## src/rtl/rob_pkg.sv

```systemverilog
// Shared types for the reorder-buffer control stage: entry layout, instruction
// type encodings and the occupancy test used for CDB tag filtering.
package rob_pkg;

    localparam int DEPTH = 32;
    localparam int TAG_W = $clog2(DEPTH);
    localparam int CNT_W = TAG_W + 1;

    typedef enum logic [1:0] {
        TYPE_ALU    = 2'b00,
        TYPE_LOAD   = 2'b01,
        TYPE_STORE  = 2'b10,
        TYPE_BRANCH = 2'b11
    } inst_type_e;

    // Packed field order fixes the 73-bit temp-file layout:
    // rd[72:68] pc[67:36] type[35:34] data[33:2] spec_valid[1] valid[0].
    typedef struct packed {
        logic [4:0]  rd;
        logic [31:0] pc;
        inst_type_e  itype;
        logic [31:0] data;
        logic        spec_valid;
        logic        valid;
    } rob_entry_t;

    // An entry is live when its distance from head (mod DEPTH) is below the occupancy.
    function automatic logic tag_live(input logic [TAG_W-1:0] tag,
                                      input logic [TAG_W-1:0] head,
                                      input logic [CNT_W-1:0] count);
        logic [TAG_W-1:0] offset;
        offset = tag - head;
        return {1'b0, offset} < count;
    endfunction

endpackage

```

## src/rtl/rob_ctrl_if.sv

```systemverilog
// Dispatch, CDB, temp-file and commit signals of the reorder-buffer control stage.
interface rob_ctrl_if;
    import rob_pkg::*;

    logic             disp_valid;
    logic             disp_ready;
    logic [4:0]       disp_rd;
    logic [31:0]      disp_pc;
    logic [1:0]       disp_type;
    logic [TAG_W-1:0] disp_tag;

    logic             cdb_valid;
    logic [TAG_W-1:0] cdb_tag;
    logic [31:0]      cdb_data;
    logic             flush;

    rob_entry_t       rf_data_in;
    logic [TAG_W-1:0] rf_waddr;
    logic             rf_new_entry;
    logic             rf_update_entry;
    logic [TAG_W-1:0] rf_rd_addr1;
    rob_entry_t       rf_data_out1;

    logic             commit_valid;
    logic [4:0]       commit_rd;
    logic [31:0]      commit_data;
    logic [31:0]      commit_pc;
    logic [1:0]       commit_type;
    logic [TAG_W-1:0] commit_tag;
    logic             commit_wr_en;
    logic [CNT_W-1:0] count;

    modport master (
        output disp_valid, disp_rd, disp_pc, disp_type, cdb_valid, cdb_tag, cdb_data,
               flush, rf_data_out1,
        input  disp_ready, disp_tag, rf_data_in, rf_waddr, rf_new_entry, rf_update_entry,
               rf_rd_addr1, commit_valid, commit_rd, commit_data, commit_pc, commit_type,
               commit_tag, commit_wr_en, count
    );

    modport slave (
        input  disp_valid, disp_rd, disp_pc, disp_type, cdb_valid, cdb_tag, cdb_data,
               flush, rf_data_out1,
        output disp_ready, disp_tag, rf_data_in, rf_waddr, rf_new_entry, rf_update_entry,
               rf_rd_addr1, commit_valid, commit_rd, commit_data, commit_pc, commit_type,
               commit_tag, commit_wr_en, count
    );

endinterface

```

## src/rtl/rob_ctrl.sv

```systemverilog
// Reorder-buffer control: in-order allocation, CDB speculative updates and in-order
// retirement, arbitrating the single temp-file write port (flush > CDB > dispatch).
module rob_ctrl
    import rob_pkg::*;
(
    input  logic      clock,
    input  logic      reset,
    rob_ctrl_if.slave bus
);

    logic [TAG_W-1:0] head_q, head_d;
    logic [TAG_W-1:0] tail_q, tail_d;
    logic [CNT_W-1:0] count_q, count_d;

    logic             commit_valid_q;
    logic             commit_wr_en_q;
    logic [4:0]       commit_rd_q;
    logic [31:0]      commit_data_q;
    logic [31:0]      commit_pc_q;
    inst_type_e       commit_type_q;
    logic [TAG_W-1:0] commit_tag_q;

    logic       full;
    logic       cdb_hit;
    logic       accept;
    logic       commit;
    rob_entry_t head_entry;
    rob_entry_t wr_entry;

    assign head_entry = bus.rf_data_out1;
    assign full       = (count_q == CNT_W'(DEPTH));
    assign cdb_hit    = bus.cdb_valid && tag_live(bus.cdb_tag, head_q, count_q);

    // A live CDB result owns the write port, so dispatch stalls for that cycle.
    assign bus.disp_ready = !reset && !bus.flush && !full && !cdb_hit;
    assign accept         = bus.disp_valid && bus.disp_ready;
    assign commit         = !reset && !bus.flush && (count_q != '0)
                            && head_entry.valid && head_entry.spec_valid;

    always_comb begin
        // NOTE: every output of this block gets a default first so no path infers a latch.
        bus.rf_new_entry    = 1'b0;
        bus.rf_update_entry = 1'b0;
        bus.rf_waddr        = '0;
        wr_entry            = '0;
        if (cdb_hit && !reset && !bus.flush) begin
            bus.rf_update_entry = 1'b1;
            bus.rf_waddr        = bus.cdb_tag;
            wr_entry.data       = bus.cdb_data;
            wr_entry.spec_valid = 1'b1;
        end else if (accept) begin
            bus.rf_new_entry = 1'b1;
            bus.rf_waddr     = tail_q;
            wr_entry.rd      = bus.disp_rd;
            wr_entry.pc      = bus.disp_pc;
            wr_entry.itype   = inst_type_e'(bus.disp_type);
            wr_entry.valid   = 1'b1;
        end
    end

    assign bus.rf_data_in = wr_entry;

    always_comb begin
        head_d  = head_q + TAG_W'(commit);
        tail_d  = tail_q + TAG_W'(accept);
        count_d = count_q;
        if (accept && !commit) begin
            count_d = count_q + CNT_W'(1);
        end else if (commit && !accept) begin
            count_d = count_q - CNT_W'(1);
        end
    end

    always_ff @(posedge clock) begin
        // NOTE: state registers use non-blocking assignments so every flop samples pre-edge values.
        if (reset || bus.flush) begin
            head_q         <= '0;
            tail_q         <= '0;
            count_q        <= '0;
            commit_valid_q <= 1'b0;
            commit_wr_en_q <= 1'b0;
            commit_rd_q    <= '0;
            commit_data_q  <= '0;
            commit_pc_q    <= '0;
            commit_type_q  <= TYPE_ALU;
            commit_tag_q   <= '0;
        end else begin
            head_q         <= head_d;
            tail_q         <= tail_d;
            count_q        <= count_d;
            commit_valid_q <= commit;
            commit_wr_en_q <= commit && (head_entry.itype == TYPE_ALU
                                         || head_entry.itype == TYPE_LOAD);
            if (commit) begin
                commit_rd_q   <= head_entry.rd;
                commit_data_q <= head_entry.data;
                commit_pc_q   <= head_entry.pc;
                commit_type_q <= head_entry.itype;
                commit_tag_q  <= head_q;
            end
        end
    end

    assign bus.disp_tag     = tail_q;
    assign bus.rf_rd_addr1  = head_q;
    assign bus.count        = count_q;
    assign bus.commit_valid = commit_valid_q;
    assign bus.commit_wr_en = commit_wr_en_q;
    assign bus.commit_rd    = commit_rd_q;
    assign bus.commit_data  = commit_data_q;
    assign bus.commit_pc    = commit_pc_q;
    assign bus.commit_type  = commit_type_q;
    assign bus.commit_tag   = commit_tag_q;

endmodule

```

## src/flat_wrapper.sv

```systemverilog
// flat-port wrapper written by rule: the top's interface ports become plain ports
module rob_ctrl_flat import rob_pkg::*;
  (clock, reset, bus_disp_valid, bus_disp_rd, bus_disp_pc, bus_disp_type, bus_cdb_valid, bus_cdb_tag, bus_cdb_data, bus_flush, bus_rf_data_out1, bus_disp_ready, bus_disp_tag, bus_rf_data_in, bus_rf_waddr, bus_rf_new_entry, bus_rf_update_entry, bus_rf_rd_addr1, bus_commit_valid, bus_commit_rd, bus_commit_data, bus_commit_pc, bus_commit_type, bus_commit_tag, bus_commit_wr_en, bus_count);
  rob_ctrl_if bus_i ();
  input  logic clock;
  input  logic reset;
  input wire logic [$bits(bus_i.disp_valid)-1:0] bus_disp_valid;
  input wire logic [$bits(bus_i.disp_rd)-1:0] bus_disp_rd;
  input wire logic [$bits(bus_i.disp_pc)-1:0] bus_disp_pc;
  input wire logic [$bits(bus_i.disp_type)-1:0] bus_disp_type;
  input wire logic [$bits(bus_i.cdb_valid)-1:0] bus_cdb_valid;
  input wire logic [$bits(bus_i.cdb_tag)-1:0] bus_cdb_tag;
  input wire logic [$bits(bus_i.cdb_data)-1:0] bus_cdb_data;
  input wire logic [$bits(bus_i.flush)-1:0] bus_flush;
  input wire logic [$bits(bus_i.rf_data_out1)-1:0] bus_rf_data_out1;
  output wire logic [$bits(bus_i.disp_ready)-1:0] bus_disp_ready;
  output wire logic [$bits(bus_i.disp_tag)-1:0] bus_disp_tag;
  output wire logic [$bits(bus_i.rf_data_in)-1:0] bus_rf_data_in;
  output wire logic [$bits(bus_i.rf_waddr)-1:0] bus_rf_waddr;
  output wire logic [$bits(bus_i.rf_new_entry)-1:0] bus_rf_new_entry;
  output wire logic [$bits(bus_i.rf_update_entry)-1:0] bus_rf_update_entry;
  output wire logic [$bits(bus_i.rf_rd_addr1)-1:0] bus_rf_rd_addr1;
  output wire logic [$bits(bus_i.commit_valid)-1:0] bus_commit_valid;
  output wire logic [$bits(bus_i.commit_rd)-1:0] bus_commit_rd;
  output wire logic [$bits(bus_i.commit_data)-1:0] bus_commit_data;
  output wire logic [$bits(bus_i.commit_pc)-1:0] bus_commit_pc;
  output wire logic [$bits(bus_i.commit_type)-1:0] bus_commit_type;
  output wire logic [$bits(bus_i.commit_tag)-1:0] bus_commit_tag;
  output wire logic [$bits(bus_i.commit_wr_en)-1:0] bus_commit_wr_en;
  output wire logic [$bits(bus_i.count)-1:0] bus_count;
  assign bus_i.disp_valid = bus_disp_valid;
  assign bus_i.disp_rd = bus_disp_rd;
  assign bus_i.disp_pc = bus_disp_pc;
  assign bus_i.disp_type = bus_disp_type;
  assign bus_i.cdb_valid = bus_cdb_valid;
  assign bus_i.cdb_tag = bus_cdb_tag;
  assign bus_i.cdb_data = bus_cdb_data;
  assign bus_i.flush = bus_flush;
  assign bus_i.rf_data_out1 = bus_rf_data_out1;
  assign bus_disp_ready = bus_i.disp_ready;
  assign bus_disp_tag = bus_i.disp_tag;
  assign bus_rf_data_in = bus_i.rf_data_in;
  assign bus_rf_waddr = bus_i.rf_waddr;
  assign bus_rf_new_entry = bus_i.rf_new_entry;
  assign bus_rf_update_entry = bus_i.rf_update_entry;
  assign bus_rf_rd_addr1 = bus_i.rf_rd_addr1;
  assign bus_commit_valid = bus_i.commit_valid;
  assign bus_commit_rd = bus_i.commit_rd;
  assign bus_commit_data = bus_i.commit_data;
  assign bus_commit_pc = bus_i.commit_pc;
  assign bus_commit_type = bus_i.commit_type;
  assign bus_commit_tag = bus_i.commit_tag;
  assign bus_commit_wr_en = bus_i.commit_wr_en;
  assign bus_count = bus_i.count;
  rob_ctrl u_core (.clock(clock), .reset(reset), .bus(bus_i));
endmodule
```

## config.mk

```make
export PLATFORM = sky130hd
export DESIGN_NAME = rob_ctrl_flat
export DESIGN_NICKNAME = d
export VERILOG_FILES = /design/src/rtl/rob_pkg.sv /design/src/rtl/rob_ctrl_if.sv /design/src/rtl/rob_ctrl.sv /design/src/flat_wrapper.sv
export SDC_FILE = /design/constraint.sdc
export NUM_CORES = 1
export LEC_CHECK = 0
export CAP_MARGIN = 15
export CORE_ASPECT_RATIO = 1.2
export CORE_MARGIN = 3
export CORE_UTILIZATION = 30
export DETAILED_ROUTE_END_ITERATION = 8
export HOLD_SLACK_MARGIN = 0.02
export PLACE_DENSITY_LB_ADDON = 0.2
export RECOVER_POWER = 50
export REMOVE_ABC_BUFFERS = 1
export SYNTH_ARGS = -nofsm -noshare
export SYNTH_HDL_FRONTEND = slang
export SYNTH_SLANG_ARGS = --single-unit
```

## constraint.sdc

```tcl
create_clock -name clock -period 13.7 [get_ports clock]
set_clock_uncertainty 0.05 [all_clocks]
set_input_delay 1.37 -clock clock [delete_from_list [all_inputs] [get_ports clock]]
set_output_delay 1.37 -clock clock [all_outputs]
set_load 0.01 [all_outputs]
```

Figure 1. PDN straps and rails (run 1).
(3 px per um) Pins as bars on the die edge. Tap cells in grey.
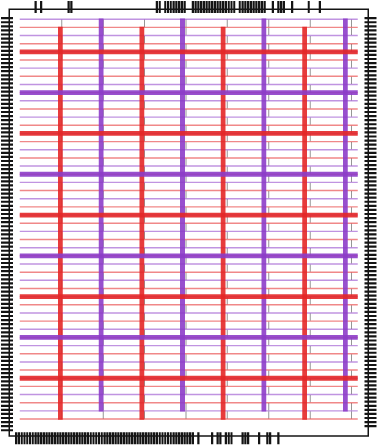
Key: VDD = purple; VSS = red
329 signal pins sit on the boundary. The core has 49 rows. 8 straps on met4. 50 met1 rails follow the rows.

Figure 2. Placed cells, one colour a class (run 1).
(3 px per um) Fill, decap, tap and diode cells in grey.
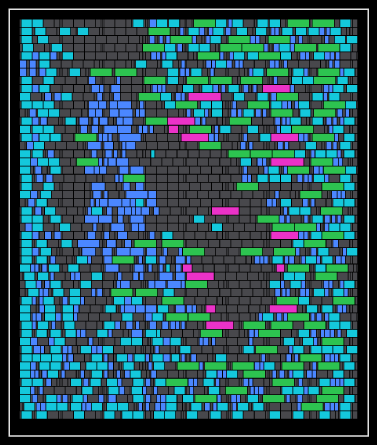
Key: other buffers and delay cells = cyan [cells 334, share of their area 41%]; all other logic = blue [cells 477, share of their area 31%]; flip-flops = green [cells 94, share of their area 24%]; clock drivers and dummy loads = magenta [cells 15, share of their area 4.0%]
CORE AREA: 15000 sq um
Seq area share: 22.8%
cell area after layout: 8260 sq um

Figure 3. Clock network drawn from the DEF (run 1).
(3 px per um)
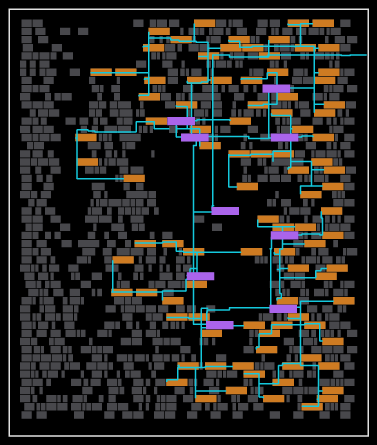
Key: cells driving clock nets = purple [count 9]; flip-flops = orange [count 94]; clock wires = cyan [length 1180 um]
There are 10 routed clock nets.

Figure 4. Routed metal, one colour a layer (run 1).
(3 px per um)
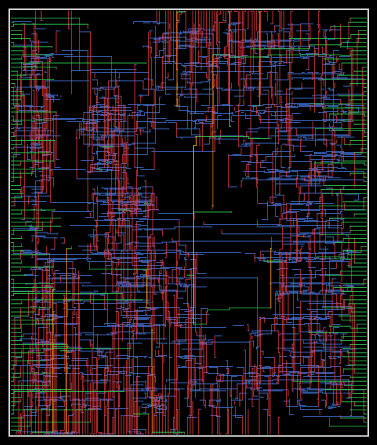
Key: met4 = orange [wire length 390 um]; met1 = blue [wire length 6670 um]; met2 = red [wire length 8650 um]; met3 = green [wire length 1910 um]
Final Routed Wirelength: 17600 um
Wirelength per Cell: 15.7 um

==> summary.txt, run 1 <==
flow finished, numbers: Top cells excl fill/tap=233 x clkdlybuf4s50_1, 199 x nand2_1, 95 x dlygate4sd3_1, Inserted Clock Buffers=9, yosys simple share=31.4%, #FFs+latches synth=94, area leader, netlist=dfxtp_1, Die Ht=142 um, CP Launch Type=input port, worst hold path type=reg2reg, max_cap viols=3, Rows=49, status=finished, violations left, Crit Path Class=in2reg, hold_ws=0.399 ns, tool warning count=26, Max-slew headroom=-137%, Worst Hold Depth=2, Final Hold Violation Tally=0, root buffer cell=clkbuf_16, DRC viols=0, CP Buf/Inv Count=5, Tap Cells=204, area reported by Yosys stat=4610 sq um, met2 WL=8650 um, clk buf depth=2, CTS Hold Bufs=0, clock buf count=9, Cells after DPL=1109, violated checks=capacitance limit, slew limit, setup_tns=0 ns, DP Wirelength=13200 um, Max Used Layer=met4, setup bufs post-CTS=0, Place WS=6.43 ns, Worst-path clk slew=0.06 ns, area used by multi-input combinational logic=2430 sq um, RSZ-0062 raised after global routing=false, xor+xnor area frac=2.28%, Cell Area, Placed=7980 sq um, 1st-iter DRT viols=299, met3 wire length=1910 um, clk sink count=94, MUX share of area=0.869%, met3 global-route usage=8.05%, Hold Path Origin=u_core.bus.commit_pc[23]$_SDFFE_PP0P_, Top delay family on crit path=buffers and inverters, wire length on met1=6670 um, Comb/total area=29.4%, Flops=94, grt total ovfl=0, Final nets=1090, number of enable flip-flop cells=0, yosys adder share=5.75%, fillers=1423, Logic Gate Count=462, slowest CP cell=clkbuf_1, total power=0.658 mW, crit path cell chain=dlygate4sd3_1, nor2_1, clkbuf_1, o311ai_0, clkbuf_1, clkinv_1, clkbuf_1, nand2_1, a21oi_1, antenna cells=0, TritonCTS clock tree=done, most common logic cell in the routed design=clkdlybuf4s50_1, crit path capture type=flip-flop, cell mode on critical path=clkbuf_1, PostCTS Resize Cnt=0, most frequent cells after synthesis=199 x nand2_1, 94 x dfxtp_1, 81 x a21oi_1, Slew Limit Fails=208, inverters=15, WHS Endpoint=u_core.bus.commit_pc[23]$_SDFFE_PP0P_, sequential share of power=41.9%
Figure 5. Track usage over the die (run 1).
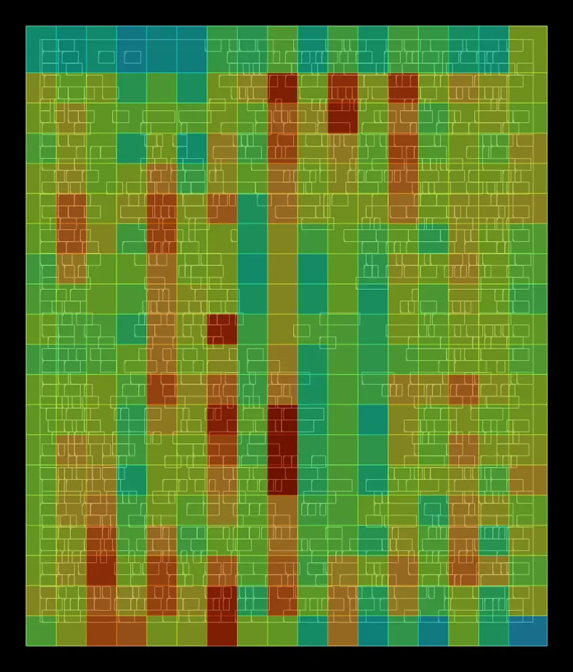

## Run 2: what changed since run 1
- clock period: 13.7 -> 8.8 ns (I/O delays scaled with it)
Figure 6. Track usage over the die (run 2).
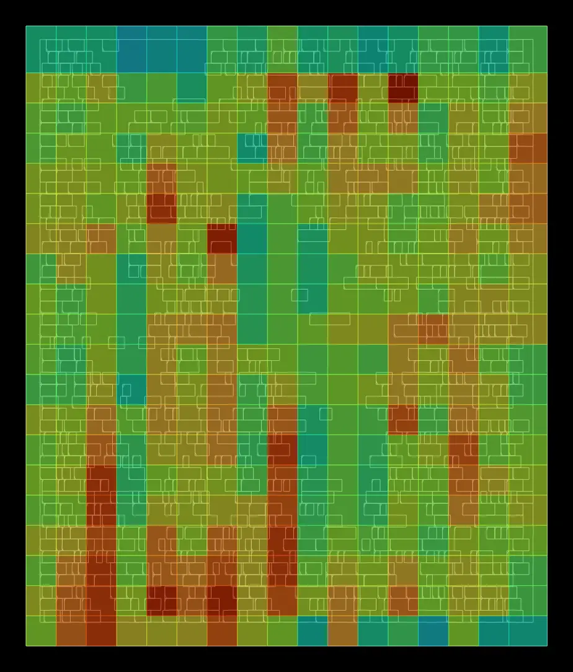
Core Util, Final: 54.8%
Top Usage Layer GRT: met2
grt met1 use: 22.8%

Figure 7. Placed cells, one colour a class (run 2).
(3 px per um) Fill, decap, tap and diode cells in grey.
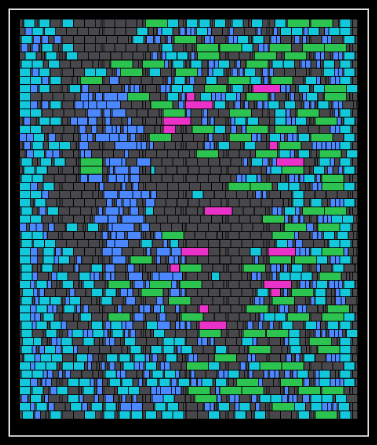
Key: flip-flops = green [cells 94, share of their area 24%]; other buffers and delay cells = cyan [cells 334, share of their area 42%]; all other logic = blue [cells 477, share of their area 31%]; clock drivers and dummy loads = magenta [cells 15, share of their area 3.5%]

==> summary.txt, run 2 <==
flow finished, numbers: tool warning count=26, area reported by Yosys stat=4610 sq um, CTS Hold Bufs=0, violated checks=capacitance limit, slew limit, grt total ovfl=0, 1st-iter DRT viols=329, hold_ws=0.398 ns, inverters=15, area used by multi-input combinational logic=2440 sq um, clk buf depth=2, Tap Cells=204, Top delay family on crit path=buffers and inverters, slowest CP cell=clkbuf_1, cell area after layout=8230 sq um, CP Launch Type=input port, Final nets=1090, met2 WL=8720 um, RSZ-0062 raised after global routing=false, root buffer cell=clkbuf_16, number of enable flip-flop cells=0, Top cells excl fill/tap=233 x clkdlybuf4s50_1, 199 x nand2_1, 95 x dlygate4sd3_1, sequential share of power=44.0%, Hold Path Origin=u_core.bus.commit_rd[4]$_SDFFE_PP0P_, clk sink count=94, Rows=49, Final Hold Violation Tally=0, CORE AREA=15000 sq um, Comb/total area=29.6%, Crit Path Class=in2reg, antenna cells=0, xor+xnor area frac=2.28%, Wirelength per Cell=16.2 um, Cells after DPL=1109, Die Ht=142 um, MUX share of area=0.869%, Logic Gate Count=462, most common logic cell in the routed design=clkdlybuf4s50_1, crit path cell chain=dlygate4sd3_1, nor2_4, clkbuf_1, o311ai_0, clkbuf_1, clkinv_1, ha_1, ha_1, nand3_1, xor2_1, nor2_1, Inserted Clock Buffers=9, crit path capture type=flip-flop, Max Used Layer=met5, PostCTS Resize Cnt=0, DRC viols=0, max_cap viols=2, WHS Endpoint=u_core.bus.commit_rd[4]$_SDFFE_PP0P_, yosys adder share=5.75%, met3 global-route usage=8.05%, setup_tns=0 ns, status=finished, violations left, Slew Limit Fails=131, most frequent cells after synthesis=199 x nand2_1, 94 x dfxtp_1, 81 x a21oi_1, #FFs+latches synth=94, met3 wire length=1850 um, setup bufs post-CTS=0, Worst Hold Depth=2, clock buf count=9, worst hold path type=reg2reg, Place WS=2.90 ns, yosys simple share=31.4%, DP Wirelength=13600 um, TritonCTS clock tree=done
Figure 8. PDN straps and rails (run 2).
(3 px per um) Pins as bars on the die edge. Tap cells in grey.
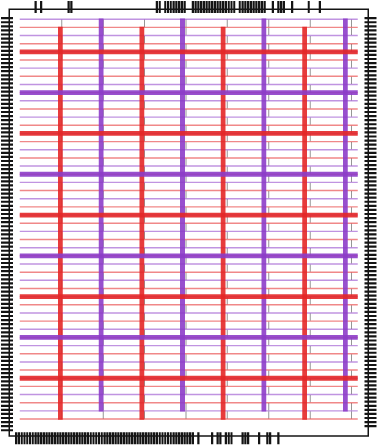
Key: VSS = red; VDD = purple
9 straps on met5. The core has 49 rows. 204 tap cells. 50 met1 rails follow the rows. 329 signal pins sit on the boundary.

Figure 9. Routed metal, one colour a layer (run 2).
(3 px per um)
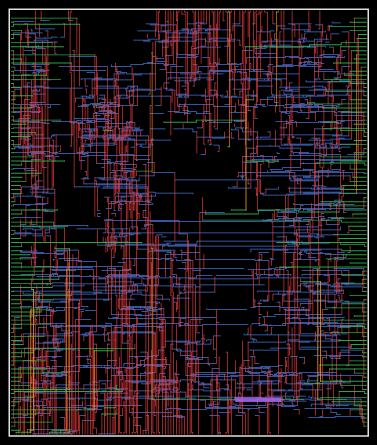

## Run 3: what changed since run 2
- clock period: 8.8 -> 6.4 ns (I/O delays scaled with it)
Figure 10. Routed metal, one colour a layer (run 3).
(3 px per um)
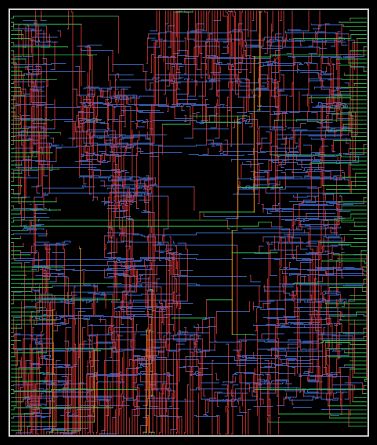
Key: met2 = red [wire length 9160 um]; met1 = blue [wire length 7080 um]; met4 = orange [wire length 382 um]; met3 = green [wire length 2040 um]

Figure 11. Clock network drawn from the DEF (run 3).
(3 px per um)
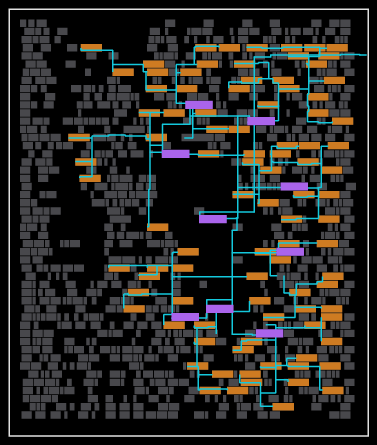
Key: flip-flops = orange [count 94]; cells driving clock nets = purple [count 9]; clock wires = cyan [length 1250 um]
There are 10 routed clock nets.
clk ins delay skew pair: 0.34 ns
clock power share: 39.7%

==> summary.txt, run 3 <==
flow finished, numbers: Mapped Area=4610 sq um, WHS Endpoint=u_core.bus.commit_pc[1]$_SDFFE_PP0P_, flop-to-flop setup slack=1.47 ns, Sw Pwr=0.354 mW, hold_ws=0.400 ns, xor+xnor area frac=2.28%, Top delay family on crit path=buffers and inverters, Non-clk bufs=334, clk sink count=94, Inserted Clock Buffers=9, top cells, area=dfxtp_1 41%, nand2_1 16%, a21oi_1 8.8%, Tap Cells=204, violated checks=capacitance limit, slew limit, total power=1.39 mW, crit path capture type=primary output, R2R depth=9, root buffer cell=clkbuf_16, DRC viols=0, inverters=15, DP Wirelength=13900 um, area reported by Yosys stat=4610 sq um, Rows=49, Max Used Layer=met4, clk buf depth=2, Hold Path Origin=u_core.bus.commit_pc[1]$_SDFFE_PP0P_, status=finished, violations left, MUX share of area=0.869%, Leak=3.28 nW, buffering overhead=40.3%, worst hold path type=reg2reg, area leader, netlist=dfxtp_1, CP Buf/Inv Count=5, Cells after DPL=1109, slowest CP cell=buf_4, CTS Hold Bufs=0, TritonCTS clock tree=done, grt total ovfl=0, Top Usage Layer GRT=met2, drt pass-1 iters=4, Max-slew headroom=-139%, Syn. warnings=0, Slew Limit Fails=80, yosys adder share=5.75%, antenna cells=2, number of enable flip-flop cells=0, fillers=1443, 1st-iter DRT viols=264, Worst Hold Depth=2, yosys simple share=31.4%, CORE AREA=15000 sq um, # setup viols final=0, #FFs+latches synth=94, RSZ-0062 raised after global routing=false, grt met1 use=22.1%, area used by multi-input combinational logic=2430 sq um, Cell Area, Placed=7980 sq um, cell area after layout=8260 sq um, setup_tns=0 ns, Final Routed Wirelength=18700 um, Seq area share=22.8%, most frequent cell after synthesis=nand2_1, Final nets=1090, crit path cell chain=clkdlybuf4s50_1, inv_1, ha_1, inv_1, fa_1, a21o_1, a21oi_1, xnor2_1, ha_1, nor2b_1, or4_1, o22ai_4, buf_4, mux2i_1, clkdlybuf4s50_1, Top logic family=simple AND/OR/NAND/NOR gates, Logic Gate Count=462, met3 wire length=2040 um, die area=16900 sq um, Die Ht=142 um, most common logic cell in the routed design=clkdlybuf4s50_1, Final clock-cell share=3.67%, wire length on met1=7080 um, Final Hold Violation Tally=0, tool warning count=26, PostCTS Resize Cnt=0, ys async rst share=0%, Place WS=1.00 ns, clock buf count=9, max_cap viols=1, Crit Path Class=in2out, Max Fclk=0.186 GHz, Worst-path clk slew=0.07 ns, most frequent cells after synthesis=199 x nand2_1, 94 x dfxtp_1, 81 x a21oi_1, Flops=94, first-pass GRT wire length=27900 um, Top cells excl fill/tap=234 x clkdlybuf4s50_1, 199 x nand2_1, 94 x dlygate4sd3_1, 94 x dfxtp_1, 81 x a21oi_1, setup bufs post-CTS=0, met2 WL=9160 um, sequential share of power=42.4%, Comb/total area=29.5%, CP Launch Type=input port
Figure 12. Track usage over the die (run 3).
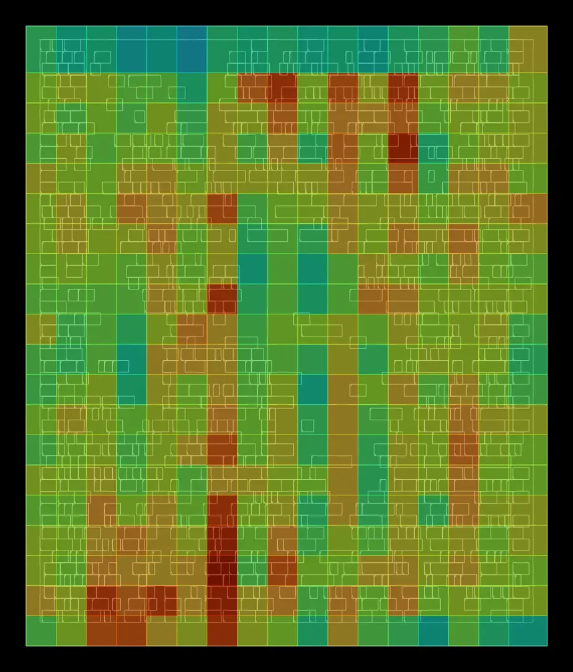
GRT Overall Usage: 20.9%
Core Util, Final: 55.0%
grt met2 use: 37.4%
Wirelength per Cell: 16.6 um
met3 global-route usage: 9.29%

Power figures rest on the tool's default switching activity, not on a simulated workload.
